## src/rtl/exmem_pipe.sv

```systemverilog
// EX/MEM pipeline stage with valid/ready handshake, flush and branch resolve.
// Define EXMEM_SKID_EN for a 2-entry skid buffer with registered in_ready.
module exmem_pipe #(
  parameter int XLEN    = 32,
  parameter int RADDR_W = 5
) (
  input  logic               clk,
  input  logic               rst_n,
  input  logic               in_valid,
  output logic               in_ready,
  input  logic               flush,
  input  logic               MemtoReg,
  input  logic               RegWrite,
  input  logic               MemRead,
  input  logic               MemWrite,
  input  logic               Branch,
  input  logic               BranchNE,
  input  logic               zero,
  input  logic [XLEN-1:0]    pc4branched,
  input  logic [XLEN-1:0]    ALUres,
  input  logic [XLEN-1:0]    rd2,
  input  logic [RADDR_W-1:0] instr,
  output logic               out_valid,
  input  logic               out_ready,
  output logic               MemtoRego,
  output logic               RegWriteo,
  output logic               MemReado,
  output logic               MemWriteo,
  output logic               Brancho,
  output logic               BranchNEo,
  output logic               zeroo,
  output logic [XLEN-1:0]    pc4branchedo,
  output logic [XLEN-1:0]    ALUreso,
  output logic [XLEN-1:0]    rd2o,
  output logic [RADDR_W-1:0] instro,
  output logic               pcsrc
);

  typedef struct packed {
    logic [6:0]         ctl;
    logic [XLEN-1:0]    pc;
    logic [XLEN-1:0]    alu;
    logic [XLEN-1:0]    rd2;
    logic [RADDR_W-1:0] rd;
  } pl_t;

  pl_t  in_pl;
  pl_t  main_pl;
  pl_t  main_src;
  logic main_valid;
  logic main_free;
  logic accept;
  logic load_main;

  assign in_pl = {MemtoReg, RegWrite, MemRead, MemWrite,
                  Branch, BranchNE, zero,
                  pc4branched, ALUres, rd2, instr};

  assign main_free = ~main_valid | out_ready;
  assign accept    = in_valid & in_ready;

`ifdef EXMEM_SKID_EN
  pl_t  skid_pl;
  logic skid_valid;

  // in_ready comes straight from a flop: no path from out_ready
  assign in_ready  = ~skid_valid;
  assign load_main = main_free & (skid_valid | accept);
  assign main_src  = skid_valid ? skid_pl : in_pl;

  always_ff @(posedge clk or negedge rst_n) begin
    if (!rst_n) begin
      skid_valid <= 1'b0;
      skid_pl    <= '0;
    end else if (flush) begin
      skid_valid <= 1'b0;
    end else if (main_free) begin
      skid_valid <= 1'b0;
    end else if (accept) begin
      skid_valid <= 1'b1;
      skid_pl    <= in_pl;
    end
  end
`else
  assign in_ready  = main_free;
  assign load_main = main_free & accept;
  assign main_src  = in_pl;
`endif

  always_ff @(posedge clk or negedge rst_n) begin
    if (!rst_n) begin
      main_valid <= 1'b0;
      main_pl    <= '0;
    end else if (flush) begin
      main_valid <= 1'b0;
    end else if (main_free) begin
      main_valid <= load_main;
      if (load_main) main_pl <= main_src;
    end
  end

  // bubbles carry all-zero control so they never write state
  assign {MemtoRego, RegWriteo, MemReado, MemWriteo,
          Brancho, BranchNEo, zeroo} = main_pl.ctl & {7{main_valid}};

  assign out_valid    = main_valid;
  assign pc4branchedo = main_pl.pc;
  assign ALUreso      = main_pl.alu;
  assign rd2o         = main_pl.rd2;
  assign instro       = main_pl.rd;

  assign pcsrc = main_valid &
                 ((Brancho & zeroo) | (BranchNEo & ~zeroo));

endmodule

```

## config.mk

```make
export PLATFORM = sky130hd
export DESIGN_NAME = exmem_pipe
export DESIGN_NICKNAME = d
export VERILOG_FILES = /design/src/rtl/exmem_pipe.sv
export SDC_FILE = /design/constraint.sdc
export NUM_CORES = 1
export LEC_CHECK = 0
export ABC_AREA = 1
export CELL_PAD_IN_SITES_DETAIL_PLACEMENT = 1
export CELL_PAD_IN_SITES_GLOBAL_PLACEMENT = 2
export CORE_UTILIZATION = 21
export CTS_CLUSTER_SIZE = 40
export DETAILED_ROUTE_END_ITERATION = 10
export GPL_TIMING_DRIVEN = 0
export PLACE_DENSITY_LB_ADDON = 0.12
export SKIP_CTS_REPAIR_TIMING = 1
export SLEW_MARGIN = 20
export SYNTH_ARGS = -nofsm -noshare
export SYNTH_HDL_FRONTEND = slang
export SYNTH_SLANG_ARGS = --single-unit
```

## constraint.sdc

```tcl
create_clock -name clk -period 1.1 [get_ports clk]
set_input_delay 0.11 -clock clk [delete_from_list [all_inputs] [get_ports clk]]
set_output_delay 0.11 -clock clk [all_outputs]
set_load 0.01 [all_outputs]
```

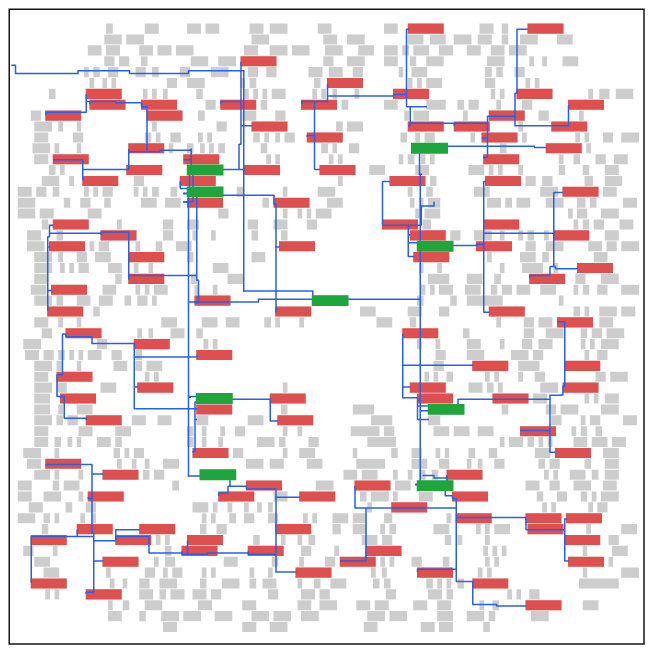
Fig. 1. Clock distribution.
Scale: 4 px per micron.
blue -> clock wires  # length 1650 microns
red -> flip-flops  # count 109
green -> clock-net drivers  # count 9
flops lie = all over the die
routed clock nets = 10
clk latency late pin: 360 ps
part of the total power dissipated in the clock network: 0.270
final setup skew: 9.19 ps
clock network power: 3.22 mW

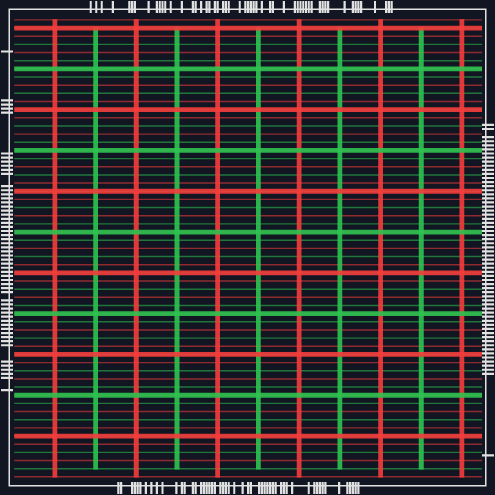
Fig. 2. Floorplan with the power grid.
Scale: 3 px per micron. Pins as bars on the die edge.
green -> VDD
red -> VSS
signal pins = 224
met5 straps = 11
met4 straps = 11
met1 rails = 57
rows = 56

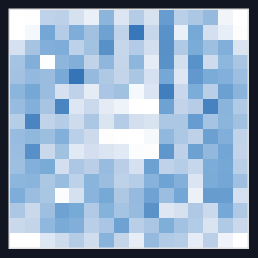
Fig. 3. Local utilization.
Scale: 1.5 px per micron. 16 x 16 tiles, from white (low) to dark blue (high), 0 to 100% covered.
emptiest ninth of the die = middle
fullest tile = 73%
nearly empty tiles = 6.6%
mean over tiles = 33%
final design utilization: 0.367
effective utilization at floorplan: 0.216
placeable core region: 23800 sq um

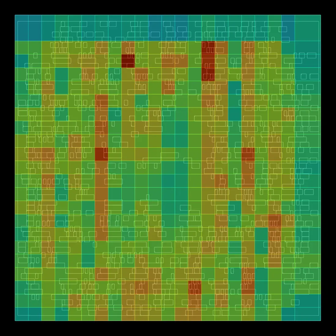
Fig. 4. Track usage over the die.
busiest layer in global routing: met2
GR Util met2: 0.239
mean routed wirelength per cell: 14.9 microns

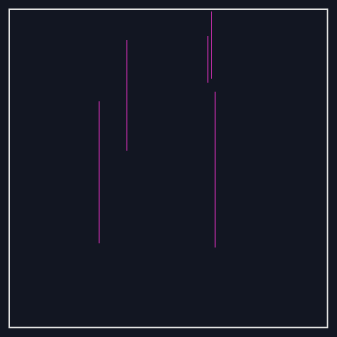
Fig. 5. Met4 routing.
Scale: 2 px per micron.
nets with wire on the layer = 4
wire length on this layer = 260 microns
longest straight run = 77.5 microns

==> reports/notes.md <==
* finished with violations — status
* hold timing, setup timing — failing checks
* 1290 ps — WP data arrival
* 70 ps — clock-pin slew on the worst setup and hold paths
* 591 — post-synthesis cell count from yosys
* 0.0326 — Final clock-cell share
* 224 — I/O pin total
* 0 — overall overflow remaining after global route
* 8.77 mm — WL met2
* -314 ps — Worst Hold Slack
* 109 — registers
* 1.28 — final critical-path share of the clock period
* 0 — initial antenna violation count
* 198 — final setup violation count
* out_valid$_DFFE_PN0P_ — RR Startpoint
* 11.9 mW — Tot Pwr
* 0 — number of enable-type register cells in the synthesized netlist
* 0.285 — net switching fraction of the power
* 3.41 mW — switching power total
* 7820 sq um — total placed instance area
* 7.17 mm — wire length on met1
* 139 — iteration-0 DRC count of the detailed router
* 0.531 — area share of the largest cell type after synthesis
* 223 — port bufs
* 0 — xor/xnor share of the synthesized area
* -304 ps — setup slack after layout
* -788 ps — dpl ws
* buffers — biggest area consumer among cell classes
* 10 — number of clock-tree buffers in the layout
* flip-flop — launching element type of the critical path
* 2706 — number of fill cells
* 0.252 — layout cells sized above 1
* 1172 — Post-Layout Cell Count
* sky130_fd_sc_hd__dfrtp_1 — slowest cell on the critical path
* 0.437 — Non-Clock Buffer Area Fraction
* 49 — number of endpoints with negative hold slack in the final report
Power figures rest on the tool's default switching activity, not on a simulated workload.
